## src/rtl/multisim_client_push_packer.sv

```systemverilog
// Packs narrow DUT beats into DATA_WIDTH words and buffers them for the push client.
// Optional statistics counters are built when MULTISIM_PACKER_STATS_EN is defined.
module multisim_client_push_packer #(
    parameter int IN_WIDTH   = 8,
    parameter int PACK_RATIO = 8,
    parameter int DATA_WIDTH = 64,
    parameter int FIFO_DEPTH = 4
) (
    input  logic                  clk,
    input  logic                  rst,
    input  logic                  in_vld,
    output logic                  in_rdy,
    input  logic [IN_WIDTH-1:0]   in_data,
    input  logic                  in_last,
    output logic                  data_vld,
    input  logic                  data_rdy,
    output logic [DATA_WIDTH-1:0] data,
    output logic [31:0]           stall_cycles,
    output logic [31:0]           words_sent
);

    localparam int LW = (PACK_RATIO > 1) ? $clog2(PACK_RATIO) : 1;
    localparam int PW = (FIFO_DEPTH > 1) ? $clog2(FIFO_DEPTH) : 1;

    if (DATA_WIDTH != IN_WIDTH * PACK_RATIO) begin : g_bad_width
        $fatal(1, "DATA_WIDTH must equal IN_WIDTH*PACK_RATIO");
    end
    if (FIFO_DEPTH < 2 || (FIFO_DEPTH & (FIFO_DEPTH - 1)) != 0) begin : g_bad_depth
        $fatal(1, "FIFO_DEPTH must be a power of two >= 2");
    end

    logic [LW-1:0]         lane;
    logic [DATA_WIDTH-1:0] asm_word;
    logic [DATA_WIDTH-1:0] merged;
    logic [DATA_WIDTH-1:0] mem [FIFO_DEPTH];
    logic [PW-1:0]         wr_ptr;
    logic [PW-1:0]         rd_ptr;
    logic [PW:0]           count;
    logic                  accept;
    logic                  complete;
    logic                  pop;

    assign in_rdy   = !rst && (count != (PW+1)'(FIFO_DEPTH));
    assign accept   = in_vld && in_rdy;
    assign complete = accept && ((lane == LW'(PACK_RATIO - 1)) || in_last);
    assign data_vld = (count != '0);
    assign pop      = data_vld && data_rdy;
    assign data     = data_vld ? mem[rd_ptr] : '0;

    // Drop the incoming beat into its lane on top of the pending partial word.
    always_comb begin
        merged = asm_word;
        merged[lane*IN_WIDTH +: IN_WIDTH] = in_data;
    end

    // Lane counter and assembly register; both restart after each completed word.
    always_ff @(posedge clk) begin
        if (rst) begin
            lane     <= '0;
            asm_word <= '0;
        end else if (accept) begin
            if (complete) begin
                lane     <= '0;
                asm_word <= '0;
            end else begin
                lane     <= lane + 1'b1;
                asm_word <= merged;
            end
        end
    end

    // Word storage; contents are don't-care until the count covers them.
    always_ff @(posedge clk) begin
        if (complete) begin
            mem[wr_ptr] <= merged;
        end
    end

    // FIFO pointers and occupancy; push and pop together leave count unchanged.
    always_ff @(posedge clk) begin
        if (rst) begin
            wr_ptr <= '0;
            rd_ptr <= '0;
            count  <= '0;
        end else begin
            if (complete) begin
                wr_ptr <= wr_ptr + 1'b1;
            end
            if (pop) begin
                rd_ptr <= rd_ptr + 1'b1;
            end
            case ({complete, pop})
                2'b10:   count <= count + 1'b1;
                2'b01:   count <= count - 1'b1;
                default: count <= count;
            endcase
        end
    end

`ifdef MULTISIM_PACKER_STATS_EN
    logic [31:0] stall_q;
    logic [31:0] sent_q;

    // Stall cycles saturate; sent words wrap.
    always_ff @(posedge clk) begin
        if (rst) begin
            stall_q <= '0;
            sent_q  <= '0;
        end else begin
            if (data_vld && !data_rdy && stall_q != 32'hFFFF_FFFF) begin
                stall_q <= stall_q + 32'd1;
            end
            if (pop) begin
                sent_q <= sent_q + 32'd1;
            end
        end
    end

    assign stall_cycles = stall_q;
    assign words_sent   = sent_q;
`else
    assign stall_cycles = '0;
    assign words_sent   = '0;
`endif

endmodule
```

## config.mk

```make
export PLATFORM = sky130hd
export DESIGN_NAME = multisim_client_push_packer
export DESIGN_NICKNAME = d
export VERILOG_FILES = /design/src/rtl/multisim_client_push_packer.sv
export SDC_FILE = /design/constraint.sdc
export NUM_CORES = 1
export LEC_CHECK = 0
export ABC_AREA = 1
export CORE_MARGIN = 8
export CORE_UTILIZATION = 29
export CTS_CLUSTER_SIZE = 40
export DETAILED_ROUTE_END_ITERATION = 6
export GPL_ROUTABILITY_DRIVEN = 0
export PLACE_DENSITY = 0.52
export SLEW_MARGIN = 20
export SYNTH_ARGS = -nofsm -noshare
export SYNTH_HDL_FRONTEND = slang
export SYNTH_SLANG_ARGS = --single-unit
```

## constraint.sdc

```tcl
create_clock -name clk -period 12 [get_ports clk]
set_clock_uncertainty 0.2 [all_clocks]
set_input_delay 3 -clock clk [delete_from_list [all_inputs] [get_ports clk]]
set_output_delay 3 -clock clk [all_outputs]
set_load 0.05 [all_outputs]
```

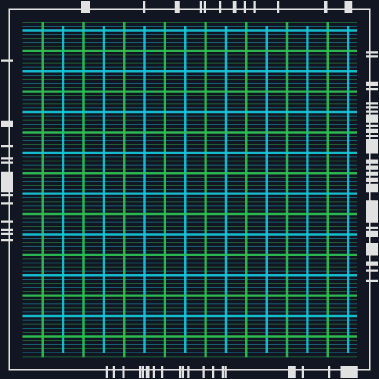
Figure 1: run 1, supply network.
(1.5 px per um) Pins as bars on the die edge.
net	color
VSS	green
VDD	cyan
met5 straps	16
signal pins	143

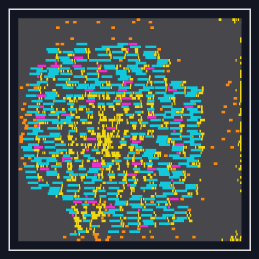
Figure 2: run 1, placed cells, one color a class.
(1 px per um) Fill, decap, tap and diode cells in gray.
class	color	cells	share of their area
sequential cells	cyan	332	58%
clock drivers and dummy loads	magenta	62	6.7%
remaining logic cells	yellow	1019	29%
remaining buffers and delay cells	orange	92	5.6%

==> flow_summary.ini, run 1 <==
; synthesis and place-and-route metrics
[clocking]
clock_sinks = 332
numCtsBuffers = 36
cts_resized = 0
post_cts_buffers = 0
insertion_delay_ns = 0.50
tritoncts = done
root_buffer = clkbuf_16
cts_htree_levels = 2
cts_buffer_depth = 3
postCtsHoldBufs = 0
clk_pin_slew_ns = 0.05

[yosys]
synth.avg_cell_area_um2 = 10.1
synth_top_cell_by_area = edfxtp_1
area_leaders = edfxtp_1, dfxtp_1, nor2_1
synth-edff-count = 256
ff_type = edfxtp_1
ys_cells = 1433
yosys_warnings = 0
ys_types = 33
synth.most_common_cell = nor2_1
async_flop_share_pct = 0
yosys_area_um2 = 14500
ys_top_cells_by_count = nor2_1, edfxtp_1, nand2_1, a21oi_1, o21ai_0
ys_seq_elements = 332
synthCells = 1433
synth_top_area_share_pct = 53.1
netlist_area_um2 = 14500
ys_seq_share_pct = 63.6

[layout]
nets = 1507
drive_above_1_share_pct = 6.91
syn2layout_area_growth_pct = 15.1
top_regs = mem x256, asm_word x64
layout_top_cell = nor2_1
largest-register = mem
final-comb-area_um2 = 4500
post-route-util_pct = 33.5
n_fill_cell = 5027
largest_register_ffs = 256
diodes = 0
seq_area_um2 = 9210
final_cell_mix = nor2_1, edfxtp_1, nand2_1, a21oi_1, o21ai_0
fin_cells = 2177

[run_status]
status = finished, final reports clean

[flow_run]
tool_warnings = 33
maxCapViolCount = 0

[worst_setup_path]
cp_top_family = buffers and inverters
cp_cell_sequence = buf_2 > buf_4 > a21oi_1 > clkdlybuf4s50_1
cp_max_fo = 71
cp-start-kind = input pin
slowest_stage = clkdlybuf4s50_1
worstSetupStartpoint = rst
timing.rr.start = lane[0]
worstPathRequired_ns = 8.80
slowest_delay_ns = 0.74
cp.arrival_ns = 4.50
end_kind = primary output
crit_type = input pin to primary output
critPathBufInv = 3

[pwr]
peakVddDrop_v = 0.0000787
power_density_nw_per_um2 = 168
leakage_uw = 0.00593

[global_route]
grt_usage_pct = 12.1
grt_pass1_wl_um = 54900
grt_overflow = 0
grt_pass1_vias = 9124
grt_max_degree = 72
grt_antenna_before_repair = 0

[final_timing]
worst_pin_slew_ns = 1.09
period_used_pct = 64.2
final.setup.tns_ns = 0
hold_viol_final = 0
maxClockFrequency_ghz = 0.130
final-setup-viol-count = 0
report.final.slew_viol_count = 0
rsz0062_at_grt = false
post-route-min-period_ns = 7.70
slew_headroom_pct = 27.3

[hold_path]
hp-class = flip-flop to flip-flop
hp-start = asm_word[33]

[detailed_routing]
drcViolationCount = 0
wl_per_cell_um = 16.6
drt_iter0_drc = 491
drtAntennaViolNets = 0
vias = 9833
dr.pass1.iters = 4
vias_per_cell = 4.52
wl_um = 36200

[floorplanning]
core_um2 = 49800
io_pins = 143
num_rows = 82
initial_utilization_pct = 29.1
die_x_um = 239
die_y_um = 239
dieArea_um2 = 57300

[placement]
dp.cells = 2115
port_buffers = 78
hpwl_um = 21800
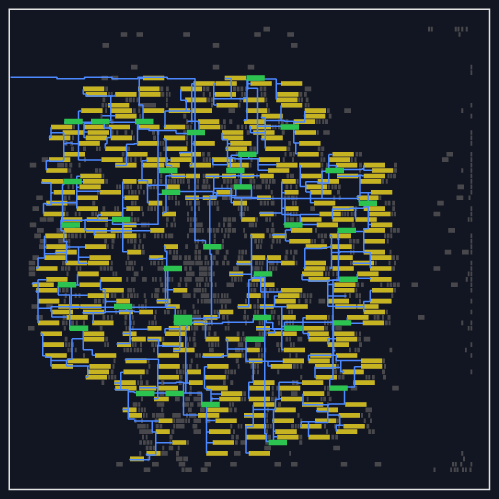
Figure 3: run 1, clock wires, drivers and flops.
(2 px per um)
[clock wires] blue | length: 3920 um
[clock-net drivers] green | count: 36
[flip-flops] yellow | count: 332
routed clock nets	37

[run 1: metrics by stage]
stage / total power (uW) / worst slack [ns] / hold slack [ns] / area (um2)
floorplan: 1680 / 4.69 / 0.244 / 14700
global placement: 1840 / 4.21 / 0.251 / 15600
detailed placement: 1840 / 4.24 / 0.255 / 15600
CTS: 2850 / 4.24 / 0.264 / 16700
global route: 2920 / 4.20 / 0.281 / 16700
finish: 2810 / 4.30 / 0.263 / 16700
[run 1: cell type report]
class                           instances  area share [%]
Inverter                               42           0.961
Timing Repair Buffer                   92            5.29
Clock inverter                         11           0.308
Clock buffer                           51            6.06
Sequential cell                       332            55.3
Multi-Input combinational cell        977            27.0
Tap cell                              672            5.05
[run 1: final timing paths]
| kind | to | slack [ns] | cells after the start |
|---|---|---|---|
| setup / recovery | in_rdy | 4.30 | 4 |
| hold / removal | asm_word[33] | 0.26 | 2 |
| setup reg to reg | mem[0][30] | 8.48 | 7 |
| hold reg to reg | asm_word[33] | 0.26 | 2 |
[run 1: routing by layer]
layer | vias up | routed length, um | GRT usage (%)
met2 | 235 | 16800 | 20.0
met5 | - | 0 | 0
met4 | 0 | 676 | 2.76
met1 | 4719 | 16900 | 16.7
met3 | 47 | 1780 | 1.86
li1 | 4832 | - | -
[run 1: logic make-up after synthesis]
group | synth area share, %
simple gates | 16.9
flops | 63.6
compound gates | 11.1
buf+inv | 7.17
fa+ha+maj | 1.18
other cells | 0.0259
[run 1: power by group]
group	internal, uW	total [uW]	switching, uW	leakage (uW)
clock	584	1000	417	0.000519
combinational	133	543	410	0.00212
sequential	1240	1260	19.0	0.00329
[run 1: worst reg2reg max path: cells and delay by family (launching register included)]
kind	cells	cell delay, ns
fa+ha+maj	2	0.46
buf+inv	2	0.98
flops	1	0.56
simple gates	3	0.88
Figure 4. Signal wires by layer (run 1).
(1.5 px per um) Only two layers are drawn.
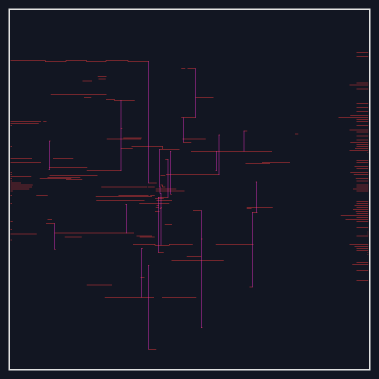

==> run 2, diff against run 1 <==
clock period = 7.2 ns   (was 12 ns; I/O delays follow)
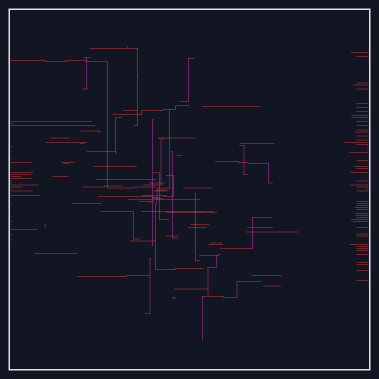
Figure 5: run 2, signal wires by layer.
(1.5 px per um) Only two layers are drawn.
layer	color	wire length
M4	magenta	751 um
M3	red	1970 um

==> run 2 against run 1 <==
  * Flip-flop count did not move
  * Sequential share of layout area fell by 0.36 points
  * Highest routed layer unchanged
  * Register-to-register slack got worse by 4.9 ns
  * Final cell count is 0.32% higher
  * Synthesized cell count is the same
  * Core utilization is 0.22 points higher
==> flow_summary.ini, run 2 <==
; synthesis and place-and-route metrics
[run_status]
status = finished, final reports clean

[worst_setup_path]
cp_cell_sequence = buf_4 > buf_4 > nor2_1 > nor2_1 > o21ai_0 > a21oi_1 > clkdlybuf4s50_1
worstPathRequired_ns = 5.20
cp.arrival_ns = 3.71
cp_max_fo = 65
cp-start-kind = flip-flop
cp_top_family = buffers and inverters
slowest_stage = clkdlybuf4s50_1
end_kind = primary output
slowest_delay_ns = 0.91
critPathBufInv = 3

[yosys]
synth-simple-area-share_pct = 16.9
aoi_share_pct = 11.1
synth_top_area_share_pct = 53.1
synth.avg_cell_area_um2 = 10.1
yosys_area_um2 = 14500
synth-adder-area-share_pct = 1.18
synth-edff-count = 256
ys_seq_share_pct = 63.6
ys_types = 33
ys_sh_mux_pct = 0
netlist_area_um2 = 14500
synth_top_cell_by_area = edfxtp_1
synth.most_common_cell = nor2_1
ys_cells = 1433
ys_seq_elements = 332
synthCells = 1433
ff_type = edfxtp_1
synthTopLogicFamily = simple AND/OR/NAND/NOR gates
ys_top_cells_by_count = nor2_1, edfxtp_1, nand2_1, a21oi_1, o21ai_0

[floorplanning]
initial_utilization_pct = 29.1
io_pins = 143
core_um2 = 49800
dieArea_um2 = 57300
die_x_um = 239
die_y_um = 239

[clocking]
post_cts_buffers = 0
cts_htree_levels = 2
cts_buffer_depth = 3
tritoncts = done
postCtsHoldBufs = 0
numCtsBuffers = 36
cts_resized = 0
root_buffer = clkbuf_16
clock_sinks = 332

[detailed_routing]
vias = 9830
vias_per_cell = 4.50
met1Wirelength_um = 16800
wl_met3_um = 1970
route.top_layer_used = met4
wl_per_cell_um = 16.9
drtAntennaViolNets = 0
dr.pass1.iters = 6
wl_met2_um = 17400
drcViolationCount = 0

[final_timing]
report.final.slew_viol_count = 0
maxClockFrequency_ghz = 0.175
slew_headroom_pct = 28.7
hold-worst-slack_ns = 0.263
hold_viol_final = 0
final-setup-viol-count = 0
post-route-min-period_ns = 5.71
timing.final.ws_setup_ns = 1.49
rsz0062_at_grt = false
final.setup.tns_ns = 0
worst_pin_slew_ns = 1.07
period_used_pct = 79.3

[layout]
nets = 1510
final_cell_mix = nor2_1, edfxtp_1, nand2_1, a21oi_1, o21ai_0
n_fill_cell = 4977
top_regs = mem x256, asm_word x64
layout_top_cell = nor2_1
diodes = 0
largest_register_ffs = 256
syn2layout_area_growth_pct = 15.9
postLayoutCellArea_um2 = 16800
largest-register = mem

[hold_path]
hp-class = flip-flop to flip-flop

[pwr]
power_density_nw_per_um2 = 286
finalPower_uw = 4790
peakVddDrop_v = 0.000142
leakage_uw = 0.00598

[placement]
port_buffers = 78
preCtsSetupSlack_ns = 2.00
post_dp_cell_area_um2 = 15600

[flow_run]
maxCapViolCount = 0
tool_warnings = 33

[global_route]
grt_antenna_before_repair = 0
grt_usage_pct = 12.7
grt_pass1_wl_um = 57100
grt_max_degree = 71
grt_pass1_vias = 9405
==> run 2: report_power, final <==
group | internal, uW | total [uW] | leakage [uW] | switching (uW)
clock | 1050 | 1780 | 0.000558 | 736
sequential | 2070 | 2080 | 0.00329 | 8.94
combinational | 225 | 932 | 0.00213 | 706
total | 3340 | 4790 | 0.00598 | 1450
==> run 2: cell type report <==
class | instances | area (um2) | area share, %
Clock buffer | 49 | 1000 | 5.97
Clock inverter | 17 | 138 | 0.821
Tap cell | 672 | 841 | 5.01
Sequential cell | 332 | 9210 | 54.9
Inverter | 42 | 158 | 0.940
Multi-Input combinational cell | 977 | 4500 | 26.8
Timing Repair Buffer | 95 | 916 | 5.46
==> run 2: final timing paths <==
kind	from	endpoint	slack (ns)	cells after the start
worst max-delay path	flip-flop	data[16]	1.49	7
worst min-delay path	asm_word[24]	asm_word[24]	0.26	2
worst max register to register	lane[0]	mem[3][28]	3.58	6
worst min register to register	asm_word[24]	asm_word[24]	0.26	2
==> run 2: per-stage QoR <==
stage	std cells	util, %
after global placement	2118	31.4
after global routing	2184	33.7
after CTS	2184	33.7
final	2184	33.7
after floorplan	1496	-
after detailed placement	2118	31.4
==> run 2: kinds of logic (layout without fill, tap and decap cells) <==
family                   count (synthesis)  count (layout)
other                                    1              64
AND/OR/NAND/NOR                        596             596
adder cells (fa/ha/maj)                 13              13
buffers and inverters                  187             203
flip-flops                             332             332
AND-OR/OR-AND                          304             304
==> run 2: routing by layer <==
| layer | up-vias | global-route usage (%) |
|---|---|---|
| met5 | - | 0 |
| met4 | 0 | 3.48 |
| met3 | 52 | 2.50 |
| met2 | 240 | 21.0 |
| met1 | 4698 | 16.8 |
| li1 | 4840 | - |
Figure 6. Placed cells, one color a class (run 2).
(1 px per um) Fill, decap, tap and diode cells in gray.
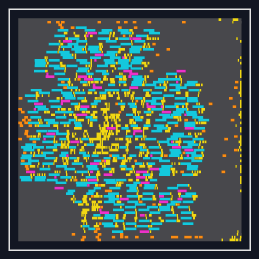

==> run 3, diff against run 2 <==
clock period = 5.26 ns   (was 7.2 ns; I/O delays follow)
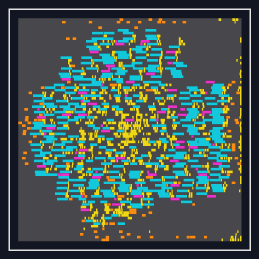
Figure 7: run 3, placed cells, one color a class.
(1 px per um) Fill, decap, tap and diode cells in gray.
class	color	cells	share of their area
sequential cells	cyan	332	57%
remaining buffers and delay cells	orange	95	6.1%
clock drivers and dummy loads	magenta	68	7.3%
remaining logic cells	yellow	1019	29%

==> run 3 against run 2 <==
  * Combinational power increased by 34%
  * Flip-flop count unchanged
  * Global-route usage decreased by 0.33 points
  * Count of clock-buffer cells in the layout increased by 9
  * Sequential share of layout area decreased by 0.31 points
  * Cell area increased by 0.57%
  * Highest routed layer unchanged
  * Largest cell class unchanged
  * Die size unchanged
  * Critical endpoint is now data[38]
  * Register-to-register slack got worse by 1.5 ns
==> flow_summary.ini, run 3 <==
; synthesis and place-and-route metrics
[layout]
largest_register_ffs = 256
top_regs = mem x256, asm_word x64
drive_above_1_share_pct = 7.73
largest-register = mem
final_cell_mix = nor2_1, edfxtp_1, nand2_1, a21oi_1, o21ai_0
diodes = 0
nets = 1512
layout_top_cell = nor2_1
syn2layout_area_growth_pct = 16.5

[yosys]
synth-edff-count = 256
ys_cells = 1433
ff_type = edfxtp_1
area_leaders = edfxtp_1, dfxtp_1, nor2_1
yosys_area_um2 = 14500
async_flop_share_pct = 0
synth.avg_cell_area_um2 = 10.1
yosys_warnings = 0
ys_types = 33
synthCells = 1433
ys_seq_elements = 332
synth.most_common_cell = nor2_1
ys_top_cells_by_count = nor2_1, edfxtp_1, nand2_1, a21oi_1, o21ai_0
ys_seq_share_pct = 63.6
synth_top_cell_by_area = edfxtp_1
netlist_area_um2 = 14500
synth_top_area_share_pct = 53.1

[worst_setup_path]
timing.rr.end = asm_word[20]
end_kind = primary output
crit_type = flip-flop to primary output
worstPathRequired_ns = 3.74
timing.rr.start = lane[0]
r2r_slack_ns = 2.13
cp.arrival_ns = 3.10
cp_max_fo = 70
ff2ff_path_depth = 9
cp-start-kind = flip-flop

[final_timing]
slew_headroom_pct = 43.5
report.final.slew_viol_count = 0
maxClockFrequency_ghz = 0.217
rsz0062_at_grt = false
hold-worst-slack_ns = 0.262
period_used_pct = 87.8
final-setup-viol-count = 0
final.setup.tns_ns = 0
hold_viol_final = 0
worst_pin_slew_ns = 0.848
post-route-min-period_ns = 4.62

[global_route]
grt_max_degree = 81
grt_pass1_vias = 9439
grt_overflow = 0
grt_usage_pct = 12.4
grt_antenna_before_repair = 0
grt_pass1_wl_um = 55800

[hold_path]
min_delay_path_depth = 2
hp-class = flip-flop to flip-flop
hold_path_end = asm_word[38]
hp-start = asm_word[38]

[floorplanning]
dieArea_um2 = 57300
num_rows = 82
io_pins = 143
core_um2 = 49800
die_x_um = 239
initial_utilization_pct = 29.1
die_y_um = 239

[run_status]
status = finished, final reports clean

[clocking]
postCtsHoldBufs = 0
cts_htree_levels = 2
clock_sinks = 332
clk_pin_slew_ns = 0.05
tritoncts = done
post_cts_buffers = 0
cts_buffer_depth = 3
root_buffer = clkbuf_16
numCtsBuffers = 38
cts_resized = 0
insertion_delay_ns = 0.53

[placement]
hpwl_um = 22400
port_buffers = 78

[flow_run]
maxCapViolCount = 0
tool_warnings = 33

[detailed_routing]
vias_per_cell = 4.47
wl_per_cell_um = 16.6
drcViolationCount = 0
drtAntennaViolNets = 0
dr.pass1.iters = 5
wl_um = 36200
drt_iter0_drc = 784
vias = 9766

[pwr]
finalPower_uw = 6580
leakage_uw = 0.00603
peakVddDrop_v = 0.000187
power_density_nw_per_um2 = 390
==> run 3: layout make-up <==
type	instances	area [um2]
Fill cell	5041	32900
Clock inverter	10	42.5
Tap cell	672	841
Inverter	42	159
Sequential cell	332	9210
Clock buffer	58	1130
Timing Repair Buffer	95	976
Multi-Input combinational cell	977	4500
==> run 3: report_power, final <==
part           total (uW)  switching, uW  internal (uW)
clock                2470            988           1480
sequential           2870           38.8           2830
combinational        1250            932            315
total                6580           1960           4630
==> run 3: cell families after synthesis <==
family                     after synthesis  synth area share, %
and+or+nand+nor                        596                 16.9
DFF                                    332                 63.6
AOI/OAI and AO/OA                      304                 11.1
buffers and inverters                  187                 7.17
adders and majority gates               13                 1.18
other                                    1               0.0259
==> run 3: stage by stage <==
step	setup slack, ns	utilization [%]	instances	area [um2]
after floorplan	0.0207	-	1496	14700
after global placement	1.11	31.5	2118	15700
after detailed placement	1.14	31.5	2118	15700
after CTS	0.564	33.9	2186	16900
after global routing	0.362	33.9	2186	16900
final	0.643	33.9	2186	16900
==> run 3: per-layer routing <==
layer | wire (um) | GRT usage [%]
met5 | 0 | 0
met4 | 545 | 2.63
met3 | 2100 | 2.66
met2 | 17400 | 20.9
met1 | 16100 | 16.2
==> run 3: how the worst max path moves through the flow <==
stage                endpoint  cells past startpoint
floorplan           mem[0][0]                      4
global placement     data[17]                      6
detailed placement   data[28]                      6
CTS                  data[28]                      6
global route         data[38]                      6
finish               data[38]                      6
==> run 3: worst max-delay path, cell delays in order, from the launching register on <==
cell and delay, ns:
dfxtp_4 0.79, buf_12 0.39, nor2_1 0.09, nor2_1 0.10, o21ai_0 0.10, a21oi_1 0.20, clkdlybuf4s50_1 0.85
Power is estimated from default activity; no workload was simulated.
